## config.mk

```make
export PLATFORM = sky130hd
export DESIGN_NAME = arb8way16
export DESIGN_NICKNAME = d
export VERILOG_FILES = /design/src/rtl/arb8way16.sv
export SDC_FILE = /design/constraint.sdc
export NUM_CORES = 1
export LEC_CHECK = 0
export CAP_MARGIN = 20
export CORE_MARGIN = 10
export CORE_UTILIZATION = 30
export DETAILED_ROUTE_END_ITERATION = 10
export GPL_TIMING_DRIVEN = 1
export SLEW_MARGIN = 0
export SYNTH_ARGS = -nofsm -noshare
export SYNTH_HDL_FRONTEND = slang
export SYNTH_SLANG_ARGS = --single-unit
```

## constraint.sdc

```tcl
create_clock -name clk -period 13.66 [get_ports clk]
set_input_delay 2.732 -clock clk [delete_from_list [all_inputs] [get_ports clk]]
set_output_delay 2.732 -clock clk [all_outputs]
set_load 0.02 [all_outputs]
```

## src/rtl/arb8way16.sv

```systemverilog
// Round-robin arbiter with burst locking feeding a one-deep registered
// output stage for a shared 16-bit, 8-to-1 word multiplexer.
module arb8way16 #(
  parameter int MAX_BURST = 4
) (
  input  logic        clk,
  input  logic        rst_n,
  input  logic [7:0]  req,
  input  logic [7:0]  lock,
  input  logic [15:0] data0,
  input  logic [15:0] data1,
  input  logic [15:0] data2,
  input  logic [15:0] data3,
  input  logic [15:0] data4,
  input  logic [15:0] data5,
  input  logic [15:0] data6,
  input  logic [15:0] data7,
  output logic [7:0]  gnt,
  output logic [15:0] out,
  output logic [2:0]  out_src,
  output logic        out_valid,
  input  logic        out_ready
);

  localparam logic [3:0] CAP = 4'(MAX_BURST);

  typedef enum logic {IDLE, OWN} state_t;

  state_t      state, state_n;
  logic [2:0]  ptr;
  logic [2:0]  owner, owner_n;
  logic [3:0]  cnt, cnt_n;
  logic [3:0]  cnt_inc;
  logic        load_en;
  logic        hold;
  logic        grant;
  logic [2:0]  winner;
  logic [15:0] mux_word;

  // Handshakes: a requester's word is consumed in the cycle gnt[i] is high;
  // the output word is consumed at an edge where out_valid && out_ready.
  // The stage may reload whenever it is empty or being drained.
  assign load_en = !out_valid || out_ready;

  function automatic logic [2:0] rr_pick(input logic [7:0] r, input logic [2:0] p);
    logic [2:0] idx;
    rr_pick = p;
    // Walk from the far end so the candidate closest to p wins last.
    for (int k = 7; k >= 0; k--) begin
      idx = p + 3'(k);
      if (r[idx]) rr_pick = idx;
    end
  endfunction

  assign hold    = (state == OWN) && req[owner] && lock[owner] && (cnt < CAP);
  assign winner  = hold ? owner : rr_pick(req, ptr);
  assign grant   = rst_n && load_en && (req != 8'd0);
  assign gnt     = grant ? (8'b1 << winner) : 8'd0;
  assign cnt_inc = cnt + 4'd1;

  always_comb begin
    mux_word = data0;
    case (winner)
      3'd0: mux_word = data0;
      3'd1: mux_word = data1;
      3'd2: mux_word = data2;
      3'd3: mux_word = data3;
      3'd4: mux_word = data4;
      3'd5: mux_word = data5;
      3'd6: mux_word = data6;
      3'd7: mux_word = data7;
      default: mux_word = data0;
    endcase
  end

  always_comb begin
    state_n = state;
    owner_n = owner;
    cnt_n   = cnt;
    if (grant) begin
      if (!lock[winner]) begin
        state_n = IDLE;
        cnt_n   = 4'd0;
      end else if (state == OWN && winner == owner) begin
        if (cnt_inc == CAP) begin
          state_n = IDLE;
          cnt_n   = 4'd0;
        end else begin
          cnt_n = cnt_inc;
        end
      end else if (MAX_BURST == 1) begin
        state_n = IDLE;
        cnt_n   = 4'd0;
      end else begin
        state_n = OWN;
        owner_n = winner;
        cnt_n   = 4'd1;
      end
    end else if (load_en) begin
      // Nobody to serve: any ownership lapses.
      state_n = IDLE;
      cnt_n   = 4'd0;
    end
  end

  always_ff @(posedge clk or negedge rst_n) begin
    if (!rst_n) begin
      state     <= IDLE;
      owner     <= 3'd0;
      cnt       <= 4'd0;
      ptr       <= 3'd0;
      out       <= 16'd0;
      out_src   <= 3'd0;
      out_valid <= 1'b0;
    end else begin
      state <= state_n;
      owner <= owner_n;
      cnt   <= cnt_n;
      if (grant) begin
        out       <= mux_word;
        out_src   <= winner;
        out_valid <= 1'b1;
        ptr       <= winner + 3'd1;
      end else if (load_en && out_valid) begin
        out_valid <= 1'b0;
      end
    end
  end

endmodule

```

**Met4 routing**

Scale: 4 px per micron. Supply wires on this layer in gray.
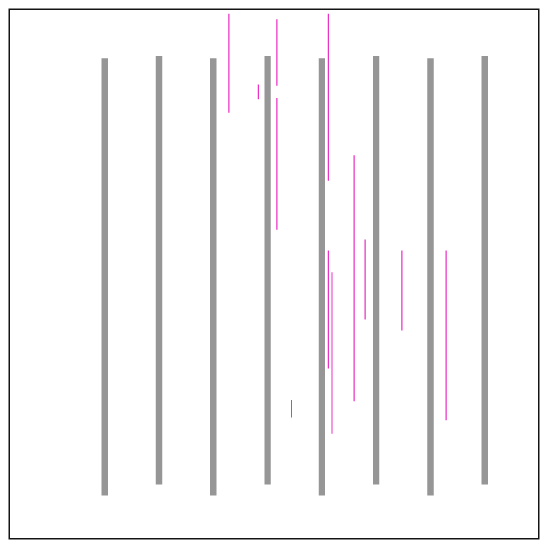
share of all routed wire: 2.0%
wire length on this layer: 335 microns
detailed-route wire length: 16,830 microns
via count: 4,275

**M1 wires**

Scale: 4 px per micron. Supply wires on this layer in gray. Cells faint in the background.
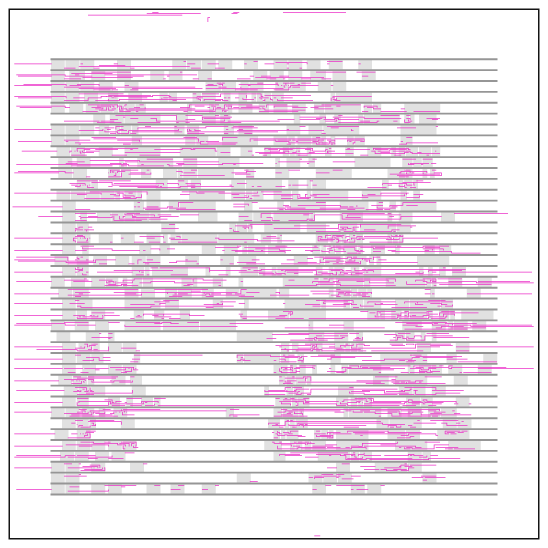
share of all routed wire: 40%
wire length on this layer: 6,770 microns
nets with wire on the layer: 668
longest straight run: 36.8 microns
main direction: horizontal
GR Util met1: 0.2062

==> GITHUB_STEP_SUMMARY <==
## Implementation flow summary

| Metric | Value |
|---|---|
| Boundary Pins | `roughly 180` |
| Complex-gate fraction of the synthesized area | `0.3608` |
| Number of enable flip-flop cells | `0` |
| Register with the most flip-flops | `out` |
| Ratio of total power to cell area | `~340 mW/mm^2` |
| Logic area | `0.002725 sq mm` |
| Most frequent cells in the layout | `clkdlybuf4s50_1, nand2_1, dfrtp_1` |
| Net Sw Frac | `0.5303` |
| Port buffer count | `between 150 and 200` |
| Leading cell types by total area after synthesis | `dfrtp_1, mux4_2, a221oi_1` |
| Total of clock buffers placed in the layout | `8` |
| Cell with the most instances after synthesis | `nand2_1` |
| Number of flip-flops and latches in the synthesized netlist | `31` |
| Fraction of layout cells with a size suffix above 1 | `0.09689` |
| Number of flip-flops under the largest register name | `16` |
| Combinational share of cell area | `0.4761` |
| Clock network power consumption | `0.115 mW` |
| Most common library cell in the layout ignoring fill and taps | `clkdlybuf4s50_1` |
| GRT Total Usage | `0.1821` |
| Setup Total Neg Slack | `0 ns` |
| Final hold violations | `0` |
| Internal Pwr Total | `around 0.91 mW` |
| Total length of routed met3 wires | `~1400 microns` |
| Launch point of the worst hold path | `out[0]$_DFFE_PN0P_` |
| Critical path launch point | `req[6]` |
| Global routing met3 resource utilization | `0.06021` |
| Number of clock buffers inserted by TritonCTS | `5` |
| Largest fanout on the critical path | `between 40 and 50` |
| Unrepaired setup endpoints after global routing | `no` |
| Depth of the most critical reg-to-reg path | `16` |
| Vias per std cell | `between 5 and 6` |
| Crit path top cell by count | `clkdlybuf4s50_1` |
| Post-Synthesis Mean Instance Area | `8.669 sq um` |
| Levels on crit path | `10` |
| Mi-comb count | `around 340` |
| Achievable clock frequency | `101.3 MHz` |
| Mux share of post-synthesis cell area | `0.1773` |
| Number of nets in the layout | `roughly 730` |
| Sequential cell power | `about 0.18 mW` |
| Depth of the CTS H-tree | `2` |
| Outcome | `finished clean` |
| Critical Path Source Type | `input pin` |
| Power share of the clock group | `0.059` |
| Kind of critical path | `input pin to output port` |
| Endpoint, Worst Hold | `out[0]$_DFFE_PN0P_` |
| Max Root-Sink Buffers | `2` |
| Simple-Gate Area Share | `0.1433` |
| Top flop regs | `out: 16 flops, cnt: 4 flops` |
| Max rail drop VDD | `0.1348 mV` |
| Post-synth top flop | `dfrtp_1` |
| Pin count of the biggest net entering global routing | `~46` |
| Cell taking the most area after synthesis | `dfrtp_1` |
| Synth logic family | `AND-OR/OR-AND gates` |
| Clock-pin slew on the worst setup and hold paths | `about 0.050 ns` |
| DPL Wire Length | `between 10,000 and 15,000 microns` |
| Detailed-route wire length on metal 1 | `just under 7000 microns` |
| Combinational power | `1.65 mW` |
| Non-clock inverter instance count of the final layout | `16` |
| Worst setup path end | `gnt[3]` |
| Final-layout non-clock buffer area share | `0.3134` |
| Warnings from Yosys | `0` |
| Arrival time at the worst endpoint | `slightly above 7 ns` |
| GR peak layer | `met2` |
| Top cell types by occurrence after synthesis | `nand2_1, clkbuf_1, dfrtp_1, nor2_1, a221oi_1` |
| List of cells traversed by the critical path | `clkdlybuf4s50_1 > mux4_2 > a22o_1 > o21a_1 > or3_1 > o31a_2 > inv_2 > ha_1 > and2_1 > clkdlybuf4s50_1` |
| Non-CTS buffers | `about 180` |
| Post-synthesis chip area from yosys | `around 0.0038 sq mm` |
| Remaining Overflow, GRT | `0` |
| Final RePlAce weighted congestion | `0.8499` |
| Period Utilization, post-route | `0.7229` |
| Routed length per instance | `22.53 microns` |
| Number of gates resized after CTS | `0` |
| Standard-cell row count | `40` |
| Main power group | `combinational logic` |
| Syn Inst Count | `~430` |
| Max Cap Violations | `0` |
| Clock-cell share of area | `0.02732` |
| Layout-stage area growth over the synthesis result | `52.15%` |
| Remaining max-slew budget at the tightest pin | `0.3330` |
| Mapped Area | `between 0.003 and 0.004 sq mm` |
| R2r endpoint | `out[13]$_DFFE_PN0P_` |
| Reg-to-reg setup timing slack | `around 7.8 ns` |
Power and IR drop assume default switching activity.
